File: src/rtl/stack_sequencer_if.sv
// stack_sequencer_if: decode-stage requests, pipeline control and stack-memory port of the stack sequencer.
interface stack_sequencer_if #(parameter int W = 16);
  logic         interrupt;
  logic         op_call;
  logic         op_ret;
  logic         op_reti;
  logic         hold;
  logic [W-1:0] pc_ret;
  logic [2:0]   flags_in;
  logic [W-1:0] mem_rdata;
  logic [W-1:0] mem_addr;
  logic [W-1:0] mem_wdata;
  logic         mem_we;
  logic         mem_re;
  logic         flags_wr;
  logic [2:0]   flags_out;
  logic         pc_enable;
  logic         fd_enable;
  logic         flush;
  logic [1:0]   jump_sel;
  logic [W-1:0] sp;
  logic [W-1:0] pop_data;
  logic         busy;
  modport master (
    output interrupt, op_call, op_ret, op_reti, hold, pc_ret, flags_in, mem_rdata,
    input  mem_addr, mem_wdata, mem_we, mem_re, flags_wr, flags_out, pc_enable, fd_enable,
           flush, jump_sel, sp, pop_data, busy
  );
  modport slave (
    input  interrupt, op_call, op_ret, op_reti, hold, pc_ret, flags_in, mem_rdata,
    output mem_addr, mem_wdata, mem_we, mem_re, flags_wr, flags_out, pc_enable, fd_enable,
           flush, jump_sel, sp, pop_data, busy
  );
endinterface

File: src/rtl/stack_sequencer.sv
// stack_sequencer: one FSM sequencing CALL/RET/RETI/interrupt entry over the data-memory port.
// Owns the stack pointer; the stack grows down and SP addresses the next free word.
module stack_sequencer #(
  parameter int           W        = 16,
  parameter logic [W-1:0] SP_RESET = 16'h07FF
) (
  input logic              clk,
  input logic              rst_n,
  stack_sequencer_if.slave bus
);
  typedef enum logic [3:0] {IDLE, C_PUSH, R_POP, RI_FLG, RI_PC, R_LOAD, I_PC, I_FLG, I_VEC} state_t;
  localparam logic [W-1:0] ONE = {{(W-1){1'b0}}, 1'b1};
  state_t       state_q, state_d;
  logic [W-1:0] sp_q, sp_d, pc_q, pc_d, pop_q, pop_d, pop_data, push_data;
  logic [2:0]   flg_q, flg_d;
  logic         pend_q, pend_d, fresh_q;
  logic         idle, any_op, go, int_go, push, pop, redir;
  logic [1:0]   jsel;
  assign idle   = state_q == IDLE;
  assign any_op = bus.op_call | bus.op_ret | bus.op_reti;
  assign go     = idle & !bus.hold & (any_op | pend_q);
  assign int_go = go & !any_op;
  always_comb begin
    state_d   = state_q;
    push      = 1'b0;
    pop       = 1'b0;
    redir     = 1'b0;
    jsel      = 2'b00;
    push_data = pc_q;
    case (state_q)
      IDLE:    state_d = !go ? IDLE : bus.op_call ? C_PUSH : bus.op_ret ? R_POP :
                         bus.op_reti ? RI_FLG : I_PC;
      C_PUSH:  begin push = 1'b1; redir = 1'b1; jsel = 2'b01; state_d = IDLE; end
      R_POP:   begin pop = 1'b1; state_d = R_LOAD; end
      RI_FLG:  begin pop = 1'b1; state_d = RI_PC; end
      RI_PC:   begin pop = 1'b1; state_d = R_LOAD; end
      R_LOAD:  begin redir = 1'b1; jsel = 2'b10; state_d = IDLE; end
      I_PC:    begin push = 1'b1; state_d = I_FLG; end
      I_FLG:   begin push = 1'b1; push_data = {{(W-3){1'b0}}, flg_q}; state_d = I_VEC; end
      I_VEC:   begin redir = 1'b1; jsel = 2'b11; state_d = IDLE; end
      default: state_d = IDLE;
    endcase
    if (bus.hold) state_d = state_q;
  end
  // Popped word is live on mem_rdata only in the cycle after the read; a hold keeps it in pop_q.
  assign pop_data = fresh_q ? bus.mem_rdata : pop_q;
  assign pop_d    = pop_data;
  assign pc_d     = go ? bus.pc_ret : pc_q;
  assign flg_d    = go ? bus.flags_in : flg_q;
  assign pend_d   = bus.interrupt | (pend_q & !int_go);
  assign sp_d     = bus.hold ? sp_q : push ? sp_q - ONE : pop ? sp_q + ONE : sp_q;
  assign bus.mem_addr  = pop ? sp_q + ONE : sp_q;
  assign bus.mem_wdata = push_data;
  assign bus.mem_we    = push & !bus.hold;
  assign bus.mem_re    = pop & !bus.hold;
  assign bus.flags_wr  = (state_q == RI_PC) & !bus.hold;
  assign bus.flags_out = pop_data[2:0];
  assign bus.pop_data  = pop_data;
  assign bus.jump_sel  = jsel;
  assign bus.flush     = redir & !bus.hold;
  assign bus.pc_enable = !rst_n | (!bus.hold & (idle ? !go : redir));
  assign bus.fd_enable = bus.pc_enable;
  assign bus.busy      = rst_n & (!idle | go);
  assign bus.sp        = sp_q;
  always_ff @(posedge clk or negedge rst_n)
    if (!rst_n) begin
      state_q <= IDLE;
      sp_q    <= SP_RESET;
      pc_q    <= '0;
      pop_q   <= '0;
      flg_q   <= '0;
      pend_q  <= 1'b0;
      fresh_q <= 1'b0;
    end else begin
      state_q <= state_d;
      sp_q    <= sp_d;
      pc_q    <= pc_d;
      pop_q   <= pop_d;
      flg_q   <= flg_d;
      pend_q  <= pend_d;
      fresh_q <= bus.mem_re;
    end
endmodule

File: src/flat_wrapper.sv
// flat-port wrapper written by rule: the top's interface ports become plain ports
module stack_sequencer_flat 
#(
  parameter int           W        = 16,
  parameter logic [W-1:0] SP_RESET = 16'h07FF
)
  (clk, rst_n, bus_interrupt, bus_op_call, bus_op_ret, bus_op_reti, bus_hold, bus_pc_ret, bus_flags_in, bus_mem_rdata, bus_mem_addr, bus_mem_wdata, bus_mem_we, bus_mem_re, bus_flags_wr, bus_flags_out, bus_pc_enable, bus_fd_enable, bus_flush, bus_jump_sel, bus_sp, bus_pop_data, bus_busy);
  stack_sequencer_if #(.W(W)) bus_i ();
  input logic clk;
  input logic rst_n;
  input wire logic [$bits(bus_i.interrupt)-1:0] bus_interrupt;
  input wire logic [$bits(bus_i.op_call)-1:0] bus_op_call;
  input wire logic [$bits(bus_i.op_ret)-1:0] bus_op_ret;
  input wire logic [$bits(bus_i.op_reti)-1:0] bus_op_reti;
  input wire logic [$bits(bus_i.hold)-1:0] bus_hold;
  input wire logic [$bits(bus_i.pc_ret)-1:0] bus_pc_ret;
  input wire logic [$bits(bus_i.flags_in)-1:0] bus_flags_in;
  input wire logic [$bits(bus_i.mem_rdata)-1:0] bus_mem_rdata;
  output wire logic [$bits(bus_i.mem_addr)-1:0] bus_mem_addr;
  output wire logic [$bits(bus_i.mem_wdata)-1:0] bus_mem_wdata;
  output wire logic [$bits(bus_i.mem_we)-1:0] bus_mem_we;
  output wire logic [$bits(bus_i.mem_re)-1:0] bus_mem_re;
  output wire logic [$bits(bus_i.flags_wr)-1:0] bus_flags_wr;
  output wire logic [$bits(bus_i.flags_out)-1:0] bus_flags_out;
  output wire logic [$bits(bus_i.pc_enable)-1:0] bus_pc_enable;
  output wire logic [$bits(bus_i.fd_enable)-1:0] bus_fd_enable;
  output wire logic [$bits(bus_i.flush)-1:0] bus_flush;
  output wire logic [$bits(bus_i.jump_sel)-1:0] bus_jump_sel;
  output wire logic [$bits(bus_i.sp)-1:0] bus_sp;
  output wire logic [$bits(bus_i.pop_data)-1:0] bus_pop_data;
  output wire logic [$bits(bus_i.busy)-1:0] bus_busy;
  assign bus_i.interrupt = bus_interrupt;
  assign bus_i.op_call = bus_op_call;
  assign bus_i.op_ret = bus_op_ret;
  assign bus_i.op_reti = bus_op_reti;
  assign bus_i.hold = bus_hold;
  assign bus_i.pc_ret = bus_pc_ret;
  assign bus_i.flags_in = bus_flags_in;
  assign bus_i.mem_rdata = bus_mem_rdata;
  assign bus_mem_addr = bus_i.mem_addr;
  assign bus_mem_wdata = bus_i.mem_wdata;
  assign bus_mem_we = bus_i.mem_we;
  assign bus_mem_re = bus_i.mem_re;
  assign bus_flags_wr = bus_i.flags_wr;
  assign bus_flags_out = bus_i.flags_out;
  assign bus_pc_enable = bus_i.pc_enable;
  assign bus_fd_enable = bus_i.fd_enable;
  assign bus_flush = bus_i.flush;
  assign bus_jump_sel = bus_i.jump_sel;
  assign bus_sp = bus_i.sp;
  assign bus_pop_data = bus_i.pop_data;
  assign bus_busy = bus_i.busy;
  stack_sequencer #(.W(W), .SP_RESET(SP_RESET)) u_core (.clk(clk), .rst_n(rst_n), .bus(bus_i));
endmodule
File: config.mk
export PLATFORM = sky130hd
export DESIGN_NAME = stack_sequencer_flat
export DESIGN_NICKNAME = d
export VERILOG_FILES = /design/src/rtl/stack_sequencer_if.sv /design/src/rtl/stack_sequencer.sv /design/src/flat_wrapper.sv
export SDC_FILE = /design/constraint.sdc
export NUM_CORES = 1
export LEC_CHECK = 0
export CAP_MARGIN = 20
export CORE_MARGIN = 1
export CORE_UTILIZATION = 40
export DETAILED_ROUTE_END_ITERATION = 12
export HOLD_SLACK_MARGIN = 0.1
export PLACE_DENSITY_LB_ADDON = 0.05
export SETUP_SLACK_MARGIN = 0.4
export SYNTH_ARGS = -nofsm -noshare
export SYNTH_HDL_FRONTEND = slang
export SYNTH_SLANG_ARGS = --single-unit
File: constraint.sdc
create_clock -name clk -period 6.4 [get_ports clk]
set_input_delay 0.96 -clock clk [delete_from_list [all_inputs] [get_ports clk]]
set_output_delay 0.96 -clock clk [all_outputs]
set_load 0.02 [all_outputs]
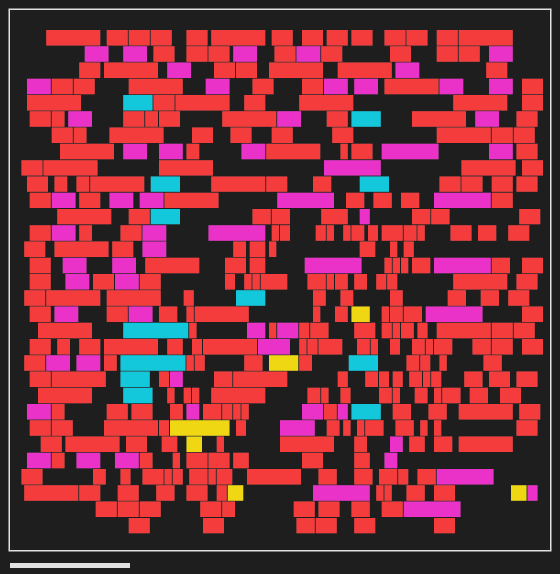
**Above:** run 1 (drive-strength map).
The bar under the picture is 20 microns long.
| size | colour | cells | share |
|---|---|---|---|
| drive 1 or less | red | 326 | 80% |
| drive 2 | magenta | 61 | 15% |
| drive 6 and up | cyan | 12 | 3.0% |
| drive 3 to 4 | yellow | 6 | 1.5% |

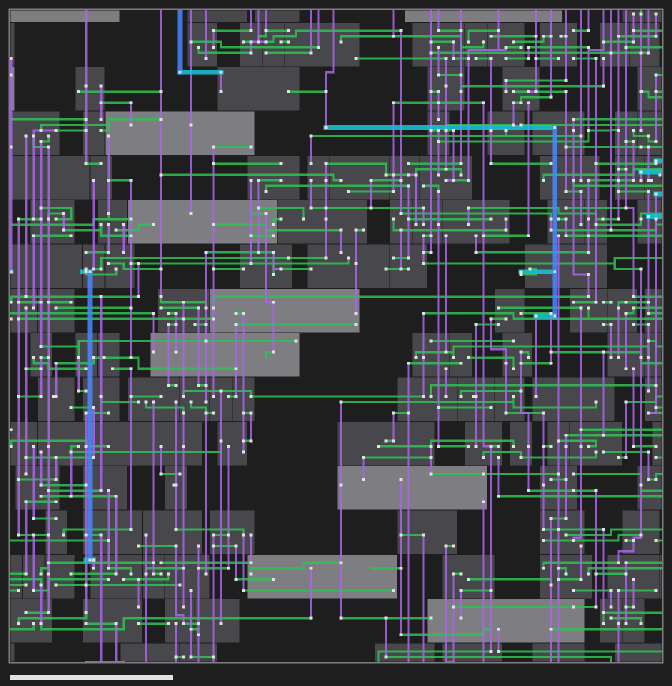
**Above:** run 1 (close-up of the layout).
The bar under the picture is 10 microns long. Window x 25 to 65, y 7 to 47 microns. Cells in grey, sequential cells in the stronger grey; small squares are vias.
| layer | colour |
|---|---|
| met1 | green |
| met4 | blue |
| met2 | purple |
| met3 | cyan |
netlist names of flops here include: u_core.state_q (4), u_core.bus.sp (2)
sequential cells in the window: 7
most frequent: nor2_1 (13), nand2_1 (11), o21ai_0 (8)
cells with their middle in the window: 112

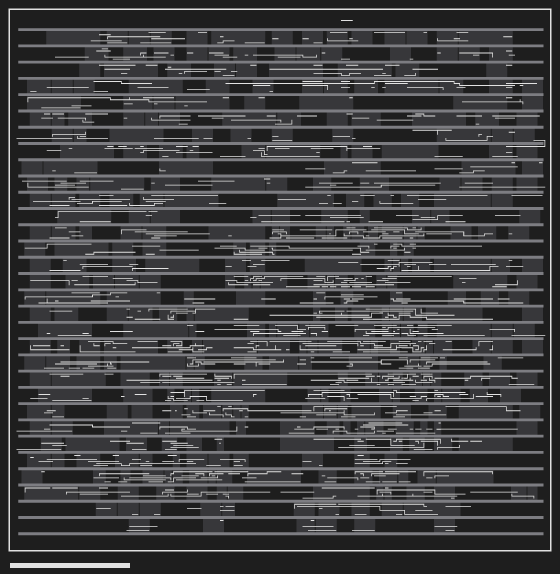
**Above:** run 1 (met1 routing).
The bar under the picture is 20 microns long. Supply wires on this layer in grey. Cells faint in the background.
main direction: horizontal
nets with wire on the layer: 370
longest straight run: 24.8 microns
share of all routed wire: 44%

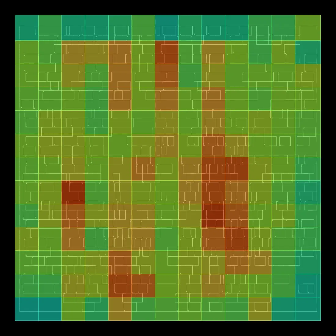
**Above:** run 1 (track usage over the die).
GRT Overall Usage: 19.09%
wire per inst: 14.57 microns
grt met2 use: 31.81%

==> results.sh, run 1 <==
# yosys + openroad results
export IMPL_status="completed"
export IMPL_clock_skew_ps=5.518
export IMPL_dp_hpwl_mm=5.102
export IMPL_mux_area_share_pct=13.71
export IMPL_num_nonclk_inverters=7
export IMPL_finalSetupTns_ps=0
export IMPL_ctsHoldBuffers=0
export IMPL_fp_nets=338
export IMPL_ys_flop_type="dfrtp_1"
export IMPL_holdPathEnd="u_core.pc_q[4]"
export IMPL_crit_end="bus_pc_enable"
export IMPL_cts_root_buf="clkbuf_8"
export IMPL_synthTopCellsByCount="46 x dfrtp_1, 38 x mux2_2, 19 x nor2_1"
export IMPL_ys_seq_share_pct=46.15
export IMPL_ctsLongestPathBuffers=2
export IMPL_io_pins=118
export IMPL_drc_errors=0
export IMPL_path_cells="clkdlybuf4s50_1 -> nor3_1 -> a2111oi_4 -> buf_4 -> o21ai_0 -> clkdlybuf4s50_1"
export IMPL_numCtsBuffers=9
export IMPL_fp_utilization_pct=42.12
export IMPL_yosys_area_sq_um=3120
export IMPL_powerDensity_nw_per_um2=514.4
export IMPL_die_area_sq_um=8159
export IMPL_first_pass_iters=4
export IMPL_ff_count=57
export IMPL_grt_busiest_layer="met2"
export IMPL_syn_inst=294
export IMPL_cts_sinks=57
export IMPL_vias=2607
export IMPL_worst_slew_pin_slew_ps=754.9
export IMPL_final_area_sq_um=4542
export IMPL_worst_setup_path_start_kind="primary input"
export IMPL_clk_share_pct=4.848
export IMPL_postCtsSetupBuffers=0
export IMPL_worst_path_stages=6
export IMPL_report_power_total_uw=2337
export IMPL_powerClk_uw=378
export IMPL_cp_end_kind="output pin"
export IMPL_antenna_left=0
export IMPL_log_warning_count=27
export IMPL_r2r_slack_ps=4120
export IMPL_drt_iter0_drc=83
export IMPL_worst_r2r_endpoint="u_core.state_q[1]"
export IMPL_fmax_ghz=0.2461
## run 1: layout by cell type, fill, tap and decap left out, types with 3 or more instances in the layout
cell type | synthesis | layout
dfrtp_1 | 46 | 46
nor4b_1 | 3 | 3
inv_1 | 7 | 7
and2_1 | 14 | 14
xor2_1 | 14 | 14
nand4_1 | 9 | 9
nor2_1 | 19 | 19
a21oi_1 | 9 | 9
or3_1 | 4 | 4
xnor2_1 | 15 | 15
clkdlybuf4s50_1 | 0 | 116
buf_4 | 4 | 3
nand2_1 | 16 | 16
clkbuf_8 | 0 | 10
mux2_2 | 38 | 38
nor3_1 | 7 | 7
nand3_1 | 4 | 4
dfstp_2 | 11 | 11
or2_2 | 4 | 4
o21ai_0 | 9 | 9
## Run 2: what changed since run 1
clock period = 3.8 ns   (was 6.4 ns; I/O delays follow)
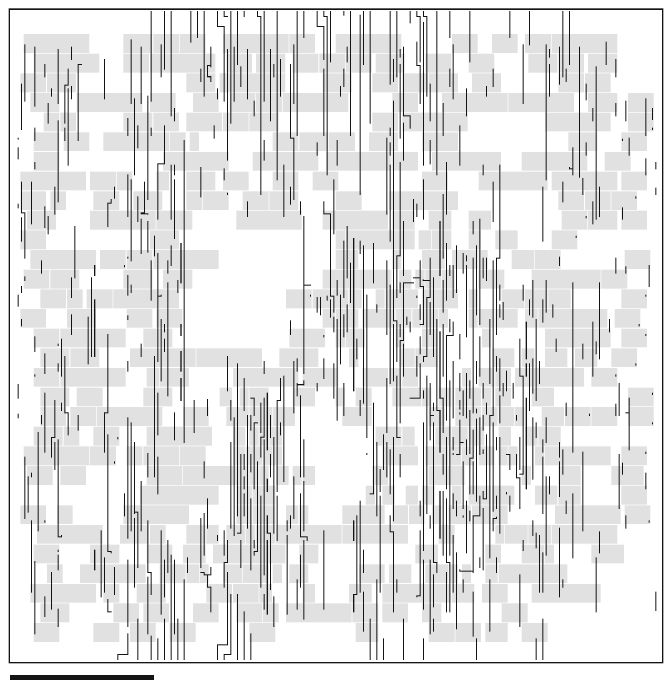
**Above:** run 2 (met2 routing).
The bar under the picture is 20 microns long. Cells faint in the background.
main direction: vertical
share of all routed wire: 48%
longest straight run: 41.8 microns

==> run 2 against run 1 <==
- largest power group unchanged
- utilization about the same
- highest routed layer unchanged
- non-clock buffer count up 1
- final cell count rose by 0.20%
- first-iteration DRC count grew 4.8%
- setup slack got worse by 1800 ps
- largest cell class unchanged
- worst hold slack worse by 3.4 ps
- global-route usage grew 0.89 points
==> results.sh, run 2 <==
# yosys + openroad results
export IMPL_status="completed"
export IMPL_worst_r2r_endpoint="u_core.bus.sp[14]"
export IMPL_clock_skew_ps=7.421
export IMPL_io_pins=118
export IMPL_drt_iter0_drc=87
export IMPL_lay_top_count="clkdlybuf4s50_1"
export IMPL_cts_root_buf="clkbuf_8"
export IMPL_dp_hpwl_mm=5.281
export IMPL_ctsLongestPathBuffers=2
export IMPL_critPathMaxStageDelay_ps=610
export IMPL_numCtsBuffers=9
export IMPL_worst_slew_pin_slew_ps=674.5
export IMPL_worst_setup_path_start_kind="flip-flop"
export IMPL_first_pass_iters=4
export IMPL_ctsHoldBuffers=1
export IMPL_die_area_sq_um=8159
export IMPL_finalSetupTns_ps=0
export IMPL_r2r_slack_ps=1490
export IMPL_mux_area_share_pct=13.71
export IMPL_vias=2602
export IMPL_report_power_total_uw=3867
export IMPL_syn_inst=294
export IMPL_cp_end_kind="output pin"
export IMPL_antenna_left=0
export IMPL_path_cells="or4b_4 -> nand2_4 -> nand3_1 -> nor2_1 -> xor2_1 -> clkdlybuf4s50_1"
export IMPL_powerDensity_nw_per_um2=851.8
export IMPL_ys_flop_type="dfrtp_1"
export IMPL_yosys_area_sq_um=3120
export IMPL_final_area_sq_um=4539
export IMPL_ys_seq_share_pct=46.15
export IMPL_cts_sinks=57
export IMPL_fp_utilization_pct=42.12
export IMPL_holdPathEnd="u_core.pop_q[8]"
export IMPL_mostFrequentLayoutCells="113 x clkdlybuf4s50_1, 46 x dfrtp_1, 38 x mux2_2"
export IMPL_log_warning_count=29
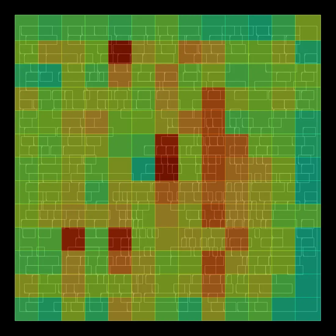
**Above:** run 2 (track usage over the die).
GRT Overall Usage: 19.98%
GR Util met3: 7.492%

[run 2: cell counts after synthesis]
No cell type changed its count.
[run 2: layout make-up]
type	instances	area, sq um	share of cell area, %
Clock buffer	10	127.6	2.811
Sequential cell	57	1440	31.73
Timing Repair Buffer	121	1202	26.49
Tap cell	99	123.9	2.729
Clock inverter	6	58.81	1.295
Multi-Input combinational cell	205	1560	34.37
Inverter	7	26.28	0.5788
[run 2: metal layers]
layer	share of wire [%]	up-vias	wire length [microns]	GRT usage, %
met5	0	-	0	0
met4	1.7	0	125	7.661
met3	7.1	12	524	7.492
met2	48	86	3556	31.93
met1	43	1264	3201	24.47
li1	-	1240	-	-
[run 2: worst max-delay path, delay by kind of cell, from the launching register on]
kind | cells | cell delay [ps]
flops | 1 | 480
buf+inv | 1 | 610
xor+xnor | 1 | 160
simple gates | 4 | 1110
## Run 3: what changed since run 2
CAP_MARGIN = 10   (was 20)
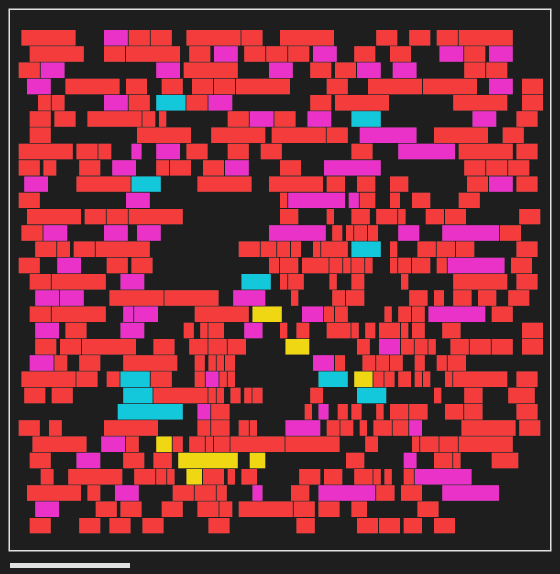
**Above:** run 3 (drive-strength map).
The bar under the picture is 20 microns long.
| size | colour | cells | share |
|---|---|---|---|
| drive 3 to 4 | yellow | 7 | 1.7% |
| drive 6 and up | cyan | 10 | 2.5% |
| drive 2 | magenta | 65 | 16% |
| drive 1 or less | red | 324 | 80% |

==> run 3 against run 2 <==
- routed wire length unchanged
- total power unchanged
- largest cell class unchanged
- synthesized cell count is the same
- sequential cell count unchanged
- register-to-register slack about the same
- final cell count stayed put
==> results.sh, run 3 <==
# yosys + openroad results
export IMPL_worst_r2r_endpoint="u_core.bus.sp[14]"
export IMPL_dr_max_layer_used="met4"
export IMPL_ff_count=57
export IMPL_status="completed"
export IMPL_comb_area_sq_um=1560
export IMPL_ys_flop_type="dfrtp_1"
export IMPL_dp_hpwl_mm=5.281
export IMPL_cp_end_kind="output pin"
export IMPL_avgRoutedWirePerCell_microns=14.67
export IMPL_drt_iter0_drc=87
export IMPL_antenna_left=0
export IMPL_logic_gates=205
export IMPL_vias=2602
export IMPL_finalSetupTns_ps=0
export IMPL_met1Wirelength_mm=3.201
export IMPL_holdPathEnd="u_core.pop_q[8]"
export IMPL_grt_use_met2_pct=31.93
export IMPL_numCtsBuffers=9
export IMPL_wl_met3_microns=524
export IMPL_final_area_sq_um=4539
export IMPL_r2r_slack_ps=1490
export IMPL_fp_nets=338
export IMPL_postCtsSetupBuffers=0
export IMPL_wl_met2_mm=3.556
export IMPL_mostFrequentLayoutCells="113 x clkdlybuf4s50_1, 46 x dfrtp_1, 38 x mux2_2"
export IMPL_clock_skew_ps=7.421
export IMPL_comb_share_pct=34.37
export IMPL_clk_share_pct=4.107
export IMPL_clock_buffer_count=10
export IMPL_sh_seq_area_pct=31.73
export IMPL_drc_errors=0
export IMPL_first_pass_iters=4
export IMPL_powerDensity_nw_per_um2=851.8
export IMPL_cts_root_buf="clkbuf_8"
export IMPL_ys_seq_share_pct=46.15
export IMPL_yosys_area_sq_um=3120
export IMPL_syn_inst=294
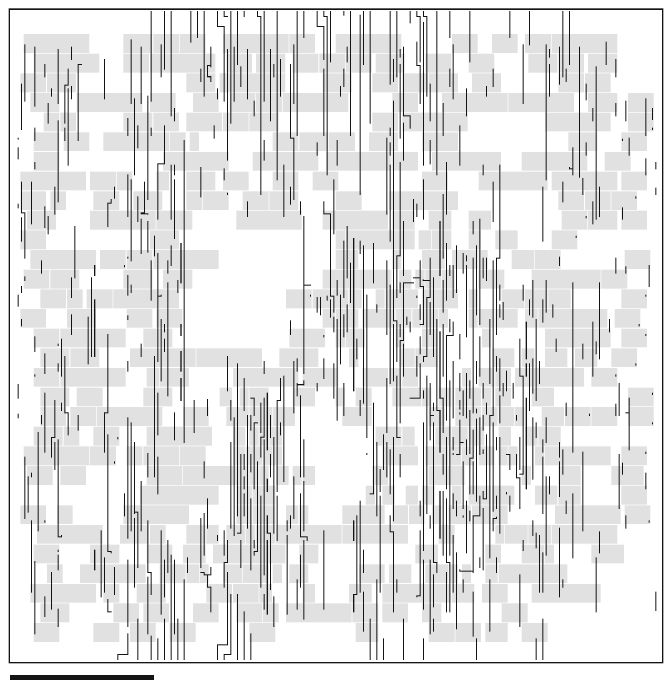
**Above:** run 3 (met2 routing).
The bar under the picture is 20 microns long. Cells faint in the background.
main direction: vertical
wire length on this layer: 3,560 microns
nets with wire on the layer: 394
share of all routed wire: 48%
longest straight run: 41.8 microns

==> run 3: power by group through the flow <==
stage	clock, uW	combinational (uW)	sequential [uW]
floorplan	0	1320	1100
global placement	0	2150	1150
detailed placement	0	2160	1170
CTS	563	2180	1160
global route	596	2320	1210
finish	548	2160	1160
==> run 3: kinds of logic (layout without fill, tap and decap cells) <==
family	Yosys count	after routing	share of synthesized area, %
flip-flops	57	57	46.15
XOR/XNOR	30	30	8.661
multiplexers	38	38	13.71
buffers and inverters	32	144	4.812
AND/OR/NAND/NOR	97	97	17.44
adder cells (fa/ha/maj)	2	2	0.8018
AND-OR/OR-AND	38	38	8.420
==> run 3: worst max-delay path, delay by kind of cell, from the launching register on <==
kind	cells	cell delay, ps
xor gates and xnor gates	1	160
DFF	1	480
buffers and inverters	1	610
and+or+nand+nor	4	1110
Power is estimated from default activity; no workload was simulated.
